`config.mk`:
```
export PLATFORM = sky130hd
export DESIGN_NAME = seq_divider_8bit
export DESIGN_NICKNAME = d
export VERILOG_FILES = /design/src/rtl/seq_divider_8bit_pkg.sv /design/src/rtl/add_sub_nbit.sv /design/src/rtl/full_adder.sv /design/src/rtl/seq_divider_8bit.sv
export SDC_FILE = /design/constraint.sdc
export NUM_CORES = 1
export LEC_CHECK = 0
export ABC_AREA = 1
export CELL_PAD_IN_SITES_DETAIL_PLACEMENT = 1
export CELL_PAD_IN_SITES_GLOBAL_PLACEMENT = 1
export CORE_ASPECT_RATIO = 1.5
export CORE_MARGIN = 8
export CORE_UTILIZATION = 40
export CTS_CLUSTER_DIAMETER = 80
export DETAILED_ROUTE_END_ITERATION = 16
export PLACE_DENSITY = 0.81
export SYNTH_ARGS = -nofsm -noshare
export SYNTH_HDL_FRONTEND = slang
export SYNTH_SLANG_ARGS = --single-unit
```
`constraint.sdc`:
```
create_clock -name clk -period 4.8 [get_ports clk]
set_input_delay 0.72 -clock clk [delete_from_list [all_inputs] [get_ports clk]]
set_output_delay 0.72 -clock clk [all_outputs]
set_load 0.02 [all_outputs]
```
`src/rtl/seq_divider_8bit_pkg.sv`:
```
// Shared definitions for the sequential divider.
// Holds the controller state encoding and the default operand width.
package seq_divider_8bit_pkg;

   localparam int WIDTH_DEFAULT = 8;

   // 2'd3 is unused; the controller treats it as IDLE.
   typedef enum logic [1:0] {
      IDLE = 2'd0,
      RUN  = 2'd1,
      FIX  = 2'd2
   } state_t;

endpackage

```
`src/rtl/add_sub_nbit.sv`:
```
// N-bit two's complement adder/subtractor built from a ripple chain of
// full_adder cells. sub=1 computes a-b as a + ~b + 1.
// Ports: a, b - operands
//        sub  - 1: subtract, 0: add
//        sum  - N-bit result; the carry out of the MSB is discarded
module add_sub_nbit #(
   parameter int N = 9
) (
   input  logic [N-1:0] a,
   input  logic [N-1:0] b,
   input  logic         sub,
   output logic [N-1:0] sum
);

   logic [N-1:0] b_eff;
   logic [N-1:0] carry;

   assign b_eff    = b ^ {N{sub}};
   assign carry[0] = sub;

   for (genvar i = 0; i < N - 1; i++) begin : g_fa
      full_adder u_fa (
         .a    (a[i]),
         .b    (b_eff[i]),
         .cin  (carry[i]),
         .sum  (sum[i]),
         .cout (carry[i+1])
      );
   end

   // The top bit needs no carry out, so it is a plain sum bit.
   assign sum[N-1] = a[N-1] ^ b_eff[N-1] ^ carry[N-1];

endmodule

```
`src/rtl/full_adder.sv`:
```
// Single-bit full adder cell.
// Ports: a, b, cin - addend bits and carry in
//        sum, cout - sum bit and carry out
module full_adder (
   input  logic a,
   input  logic b,
   input  logic cin,
   output logic sum,
   output logic cout
);

   assign sum  = a ^ b ^ cin;
   assign cout = (a & b) | (cin & (a ^ b));

endmodule

```
`src/rtl/seq_divider_8bit.sv`:
```
// Sequential unsigned radix-2 non-restoring divider, one quotient bit per
// clock with a left-shifting partial remainder and a final sign fix-up.
// Ports: clk, rst (synchronous, active low)
//        start, dividend, divisor - request and operands (latched on accept)
//        busy        - operation in progress
//        done        - one-cycle completion pulse
//        quotient, remainder, div_by_zero - results, held until next completion
module seq_divider_8bit
   import seq_divider_8bit_pkg::*;
#(
   parameter int WIDTH = WIDTH_DEFAULT
) (
   input  logic             clk,
   input  logic             rst,
   input  logic             start,
   input  logic [WIDTH-1:0] dividend,
   input  logic [WIDTH-1:0] divisor,
   output logic             busy,
   output logic             done,
   output logic [WIDTH-1:0] quotient,
   output logic [WIDTH-1:0] remainder,
   output logic             div_by_zero
);

   localparam int CW = $clog2(WIDTH + 1);

   state_t           state, state_next;
   logic [WIDTH:0]   a, a_next;       // signed partial remainder
   logic [WIDTH-1:0] q, q_next;       // dividend out, quotient in
   logic [WIDTH-1:0] m, m_next;       // divisor
   logic [CW-1:0]    cnt, cnt_next;
   logic             busy_next, done_next, dbz_next;
   logic [WIDTH-1:0] quotient_next, remainder_next;

   logic [WIDTH:0]   add_x, add_sum;
   logic             add_sub;

   // One adder serves both phases: RUN shifts then adds/subtracts M
   // depending on the sign of A; FIX adds M back only if A is negative.
   always_comb begin
      add_x   = a;
      add_sub = 1'b0;
      if (state == RUN) begin
         add_x   = {a[WIDTH-1:0], q[WIDTH-1]};
         add_sub = ~a[WIDTH];
      end
   end

   add_sub_nbit #(.N(WIDTH + 1)) u_add_sub (
      .a   (add_x),
      .b   ({1'b0, m}),
      .sub (add_sub),
      .sum (add_sum)
   );

   // NOTE: every signal is given a default before the case so no path
   // leaves it unassigned; a missing default would infer a latch.
   always_comb begin
      state_next     = state;
      a_next         = a;
      q_next         = q;
      m_next         = m;
      cnt_next       = cnt;
      busy_next      = busy;
      done_next      = 1'b0;
      dbz_next       = div_by_zero;
      quotient_next  = quotient;
      remainder_next = remainder;

      case (state)
         IDLE: begin
            if (start) begin
               if (divisor == '0) begin
                  done_next      = 1'b1;
                  dbz_next       = 1'b1;
                  quotient_next  = '1;
                  remainder_next = dividend;
               end else begin
                  a_next     = '0;
                  q_next     = dividend;
                  m_next     = divisor;
                  cnt_next   = CW'(WIDTH);
                  busy_next  = 1'b1;
                  state_next = RUN;
               end
            end
         end
         RUN: begin
            a_next   = add_sum;
            q_next   = {q[WIDTH-2:0], ~add_sum[WIDTH]};
            cnt_next = cnt - 1'b1;
            if (cnt == CW'(1)) state_next = FIX;
         end
         FIX: begin
            if (a[WIDTH]) a_next = add_sum;
            quotient_next  = q;
            remainder_next = a[WIDTH] ? add_sum[WIDTH-1:0] : a[WIDTH-1:0];
            dbz_next       = 1'b0;
            done_next      = 1'b1;
            busy_next      = 1'b0;
            state_next     = IDLE;
         end
         default: state_next = IDLE;
      endcase
   end

   // NOTE: registers use non-blocking assignments so every flop samples
   // the pre-edge values, independent of statement order.
   // NOTE: all state, including the datapath registers, is cleared on
   // reset so an aborted operation leaves nothing behind.
   always_ff @(posedge clk) begin
      if (!rst) begin
         state       <= IDLE;
         a           <= '0;
         q           <= '0;
         m           <= '0;
         cnt         <= '0;
         busy        <= 1'b0;
         done        <= 1'b0;
         div_by_zero <= 1'b0;
         quotient    <= '0;
         remainder   <= '0;
      end else begin
         state       <= state_next;
         a           <= a_next;
         q           <= q_next;
         m           <= m_next;
         cnt         <= cnt_next;
         busy        <= busy_next;
         done        <= done_next;
         div_by_zero <= dbz_next;
         quotient    <= quotient_next;
         remainder   <= remainder_next;
      end
   end

endmodule
```
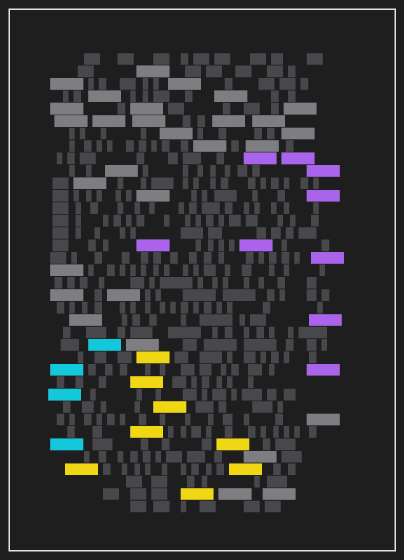
**Above:** register map, names as in the netlist.
Other sequential cells in the stronger gray, the rest of the logic in the fainter gray.
Cyan stands for cnt, flops 4. Purple stands for a, flops 9, where east. Yellow stands for m, flops 8.

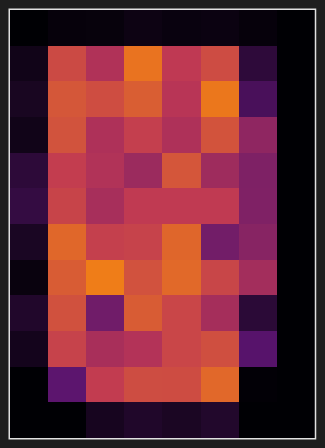
**Above:** cell area per tile.
The die is cut into 8 by 12 equal tiles; black is low, pale yellow is high, 0 to 100% covered.
22% of the tiles are nearly empty. The fullest tile reaches 71%. The emptiest ninth of the die: south-east. The mean over all tiles is 32%. The densest ninth of the die: center.

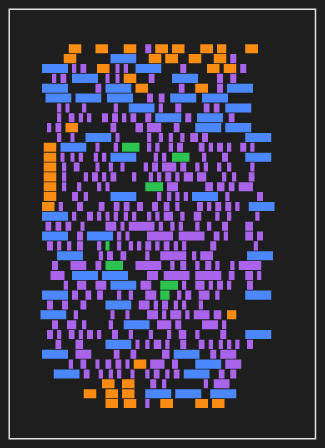
**Above:** cells colored by class.
Green stands for clock drivers and dummy loads, cells 7. Orange stands for other buffers and delay cells, cells 39. Purple stands for combinational and other logic, cells 316. Blue stands for flops, cells 50.
flip-flop and latch share of the layout cell area: 0.310
standard-cell rows: 37
Layout Utilization: 0.475
Non-Filler Cell Area, Final: 0.00323 sq mm
Floorplan Core Area: 0.00681 sq mm

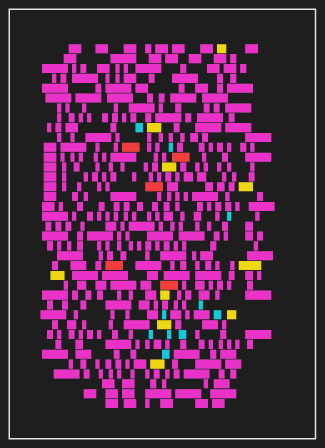
**Above:** drive-strength map.
Red stands for _6 and larger, cells 5. Cyan stands for _2 cells, cells 10. Yellow stands for _3 and _4 cells, cells 10. Magenta stands for _0 and _1 cells, cells 387.
non-clock buffer count in the final layout: 39
final worst slack: 0.497 ns
area added between synthesis and finish: 16.1%

==> results.txt <==
Implementation results are summarized by area below.

Logic synthesis
In the Yosys stats the netlist draws on 32 distinct library cells. The synthesis run identifies the leading combinational cell family as simple AND/OR/NAND/NOR gates. The warning tally printed by Yosys for this design is 0.

Of the synthesized area, sequential elements account for 0.360. In this run, the synthesized area fraction spent on and/or/nand/nor cells is recorded as 0.252. The synthesis report lists the most area-consuming cells as sky130_fd_sc_hd__dfxtp_1, sky130_fd_sc_hd__nand2_1, sky130_fd_sc_hd__a21oi_1, sky130_fd_sc_hd__o21ai_0, sky130_fd_sc_hd__nor2_1. After synthesis, the share of cell area in mux cells is 0.00360. The adder and majority cell fraction of the synthesized area is 0.0818. The area fraction of the largest cell type after synthesis is 0.360. Per the synthesis report, the XOR/XNOR share of the synthesized area is 0.0283. The register bit count reported by yosys is 50. The biggest area contributor in the post-synthesis netlist is sky130_fd_sc_hd__dfxtp_1. The total nets after synthesis is roughly 420. The synthesized netlist occupies a cell area of 0.00278 sq mm. The synthesis report names the predominant flop master as sky130_fd_sc_hd__dfxtp_1. The number of enable-type register cells in the synthesized netlist is 0. The chip area in the Yosys report is 0.00278 sq mm. Per the synth stats, the proportion of register bits with asynchronous set or reset is 0. For reference, the top cells by count after synthesis are sky130_fd_sc_hd__nand2_1, sky130_fd_sc_hd__dfxtp_1, sky130_fd_sc_hd__a21oi_1, sky130_fd_sc_hd__nor2_1, sky130_fd_sc_hd__o21ai_0. The yosys cell count is approximately 380. The synthesized instance count is approximately 380. The most frequently used library cell after synthesis is sky130_fd_sc_hd__nand2_1. The mean cell area of the mapped netlist is 7.28 sq um. The cell-mix breakdown from Yosys lists the compound-gate area share as 0.175.

Critical path
The end point of the critical path is q[0]$_SDFFE_PN0P_. The worst path buffer plus inverter count is 9. The kind of cell with the highest combined delay along the critical path is adder cells. The startpoint-to-endpoint class of the critical path is flip-flop to flip-flop.

Per STA, the library cell used most along the worst path is sky130_fd_sc_hd__inv_1. The reg-to-reg endpoint is q[0]$_SDFFE_PN0P_. The data arrival time reported for the critical path is 4.51 ns. The startpoint of the worst setup timing path is state[1]$_SDFFE_PN0P_. The worst setup path is launched from a flip-flop. The register-to-register setup slack is 0.50 ns. The count of cells along the worst register-to-register path is 26. The STA report counts the stages on the worst setup path as 26. The stage delay of the slowest cell on the critical path is between 0.3 and 0.4 ns. The worst-path maximum fanout is 10. The type of element capturing the critical path is a flip-flop. Data on the critical path is required at its endpoint by 5.01 ns. STA lists the startpoint of the worst register-to-register path as state[1]$_SDFFE_PN0P_. The master of the slowest instance on the critical path is sky130_fd_sc_hd__dfxtp_1.

Floorplanning
After floorplanning, the die was sized to cover 0.00994 sq mm. The width of the chip is 84.1 microns. For this floorplan the total number of well-tap instances is around 78. For this configuration, the core starts out at a cell density of 0.409. 38 I/O pins were placed. In this run the vertical extent of the chip is ~120 microns.

Drt
After detailed routing, the met3 layer carries 208 microns of wire. Per the detail_route report, vias per standard cell equal 5.28. The top layer reached by signal wires is met4. The iteration count recorded for the first detailed-route pass is 4. The total routed wire length on the met1 layer is 3.25 mm. The total wire length after detailed routing is around 8 mm. The DRC violations left is 0. The total length of routed met2 wires is 4.34 mm.

The final route contains 2,587 vias. Per the detail_route report, routed wire per instance is between 15 and 20 microns. The remaining antenna violation count is 0. The DRC marker count from the first detailed-route iteration is 116.

Hold path
The destination of the worst hold path is m[4]$_SDFFE_PN0P_. The path type of the worst min-delay path is flip-flop to flip-flop. The report gives the cell count of the worst hold path as 2. Per the hold report, the tightest min-delay path originates at m[4]$_SDFFE_PN0P_.

Timing
From the final report, the count of setup violators was given as 0. The top achievable clock speed is between 200 and 250 MHz. Checking max transition, the worst relative margin is 0.583.

Of the available clock period, the critical path in the final layout requires 0.896. The tightest hold path in the finished design has a slack of 0.488 ns. Adding up every negative setup slack in the final design gives 0 ns.

The final number of hold-violating endpoints is 0. Setup repair after global routing left no endpoint under its margin. The clock skew is between 0.01 and 0.015 ns. The measured slew at the worst slew-check pin is 0.622 ns. The final timing report derives a shortest allowable period of 4.30 ns.

Power and ir drop
The power report lists cell-internal power as 0.000642 W. VDD sags by at most 0.159 mV. The power share of the sequential group is 0.471.

The power report puts the net switching power at between 0.0003 and 0.0004 W. The power report attributes to the combinational group a share of 0.277. The combinational gate power is between 0.0002 and 0.0003 W. Of all power groups, the one with the highest power is sequential cells.

The switching share of total power is 0.349. The report lists the power per cell area as 305 mW/mm^2. The clock network power is 0.000248 W.

The fraction of power consumed by the clock network is 0.251. In this run the static leakage power is about 1.3 nW. The sequential logic power is about 0.00047 W.

Final layout
The number of nets in the final layout is 445. The register cell area after layout is 0.00100 sq mm. The non-filler instance count after layout is around 490.

The flip-flop count of the largest register after layout is 9. The logic area is 0.00150 sq mm. The final antenna diode tally reported by the flow is 0. Per the final report, the share of cell area in clock cells is 0.0248.

between 200 and 300 cells are multi-input combinational gates. Per the layout report, the design carries 867 filler cells. The cell kind with the greatest summed area is logic gates.

The ratio of cells with drive above 1 in the final layout is 0.0607. The count of clock-net buffers in the final layout is 6. Per the layout report, the design carries 43 non-clock inverters. The top cell type in the final layout, fill and taps aside, is sky130_fd_sc_hd__nand2_1. Of all the cell area in the finished design, non-clock buffers hold 0.119. In the layout the commonest cells are sky130_fd_sc_hd__nand2_1, sky130_fd_sc_hd__dfxtp_1, sky130_fd_sc_hd__a21oi_1, sky130_fd_sc_hd__nor2_1, sky130_fd_sc_hd__o21ai_0. The fraction of cell area in multi-input combinational cells is reported as 0.466. The design has about 50 sequential cells.

GRT
The maximum number of pins on one net before global-route repair is 38. The layer with the highest usage is met2. The final global-route overflow total is 0.

met3 track demand over resource after global routing is 0.0261. The routing usage on met2 is 0.308. The number of global-route vias before repair came to 2,796. Overall routing resource usage recorded by global route was 0.166. For met1 alone, demand over resource in global routing was 0.185. The first global-routing pass estimated 13.7 mm of wire.

Clocking
CTS added clock buffers totalling 5. The register clock-pin slew on the reported worst setup and hold paths is 0.09 ns. At the later pin of the worst-skew pair, clock insertion delay measures 0.31 ns. Clock tree synthesis found a total of 50 sinks. Per the CTS log, the root buffer master is sky130_fd_sc_hd__clkbuf_8. The clock tree from TritonCTS is built. Looking at the clock tree report, the H-tree level count equals 2. Gates resized during post-CTS repair numbered 0.

The buffers inserted during post-CTS setup optimization is 0. The hold buffer count at CTS is 0. The maximum buffer depth of the clock tree is 2.

Place
At the end of routability-driven placement, the weighted congestion stood at around 0.9. The count of input and output buffers is 37. The placement-stage worst setup slack is 0.498 ns. The post-detailed-placement half-perimeter wirelength is 6.25 mm. The post-detailed-placement cell area is 0.00315 sq mm. The cell count after placement is 483.

Flow run
The total of max-cap violations is 0. The number of warnings reported in the stage logs is 31.

Outcome
The flow ran to the end, and the final reports show no timing, DRC or antenna violations.
Power and IR drop assume default switching activity.
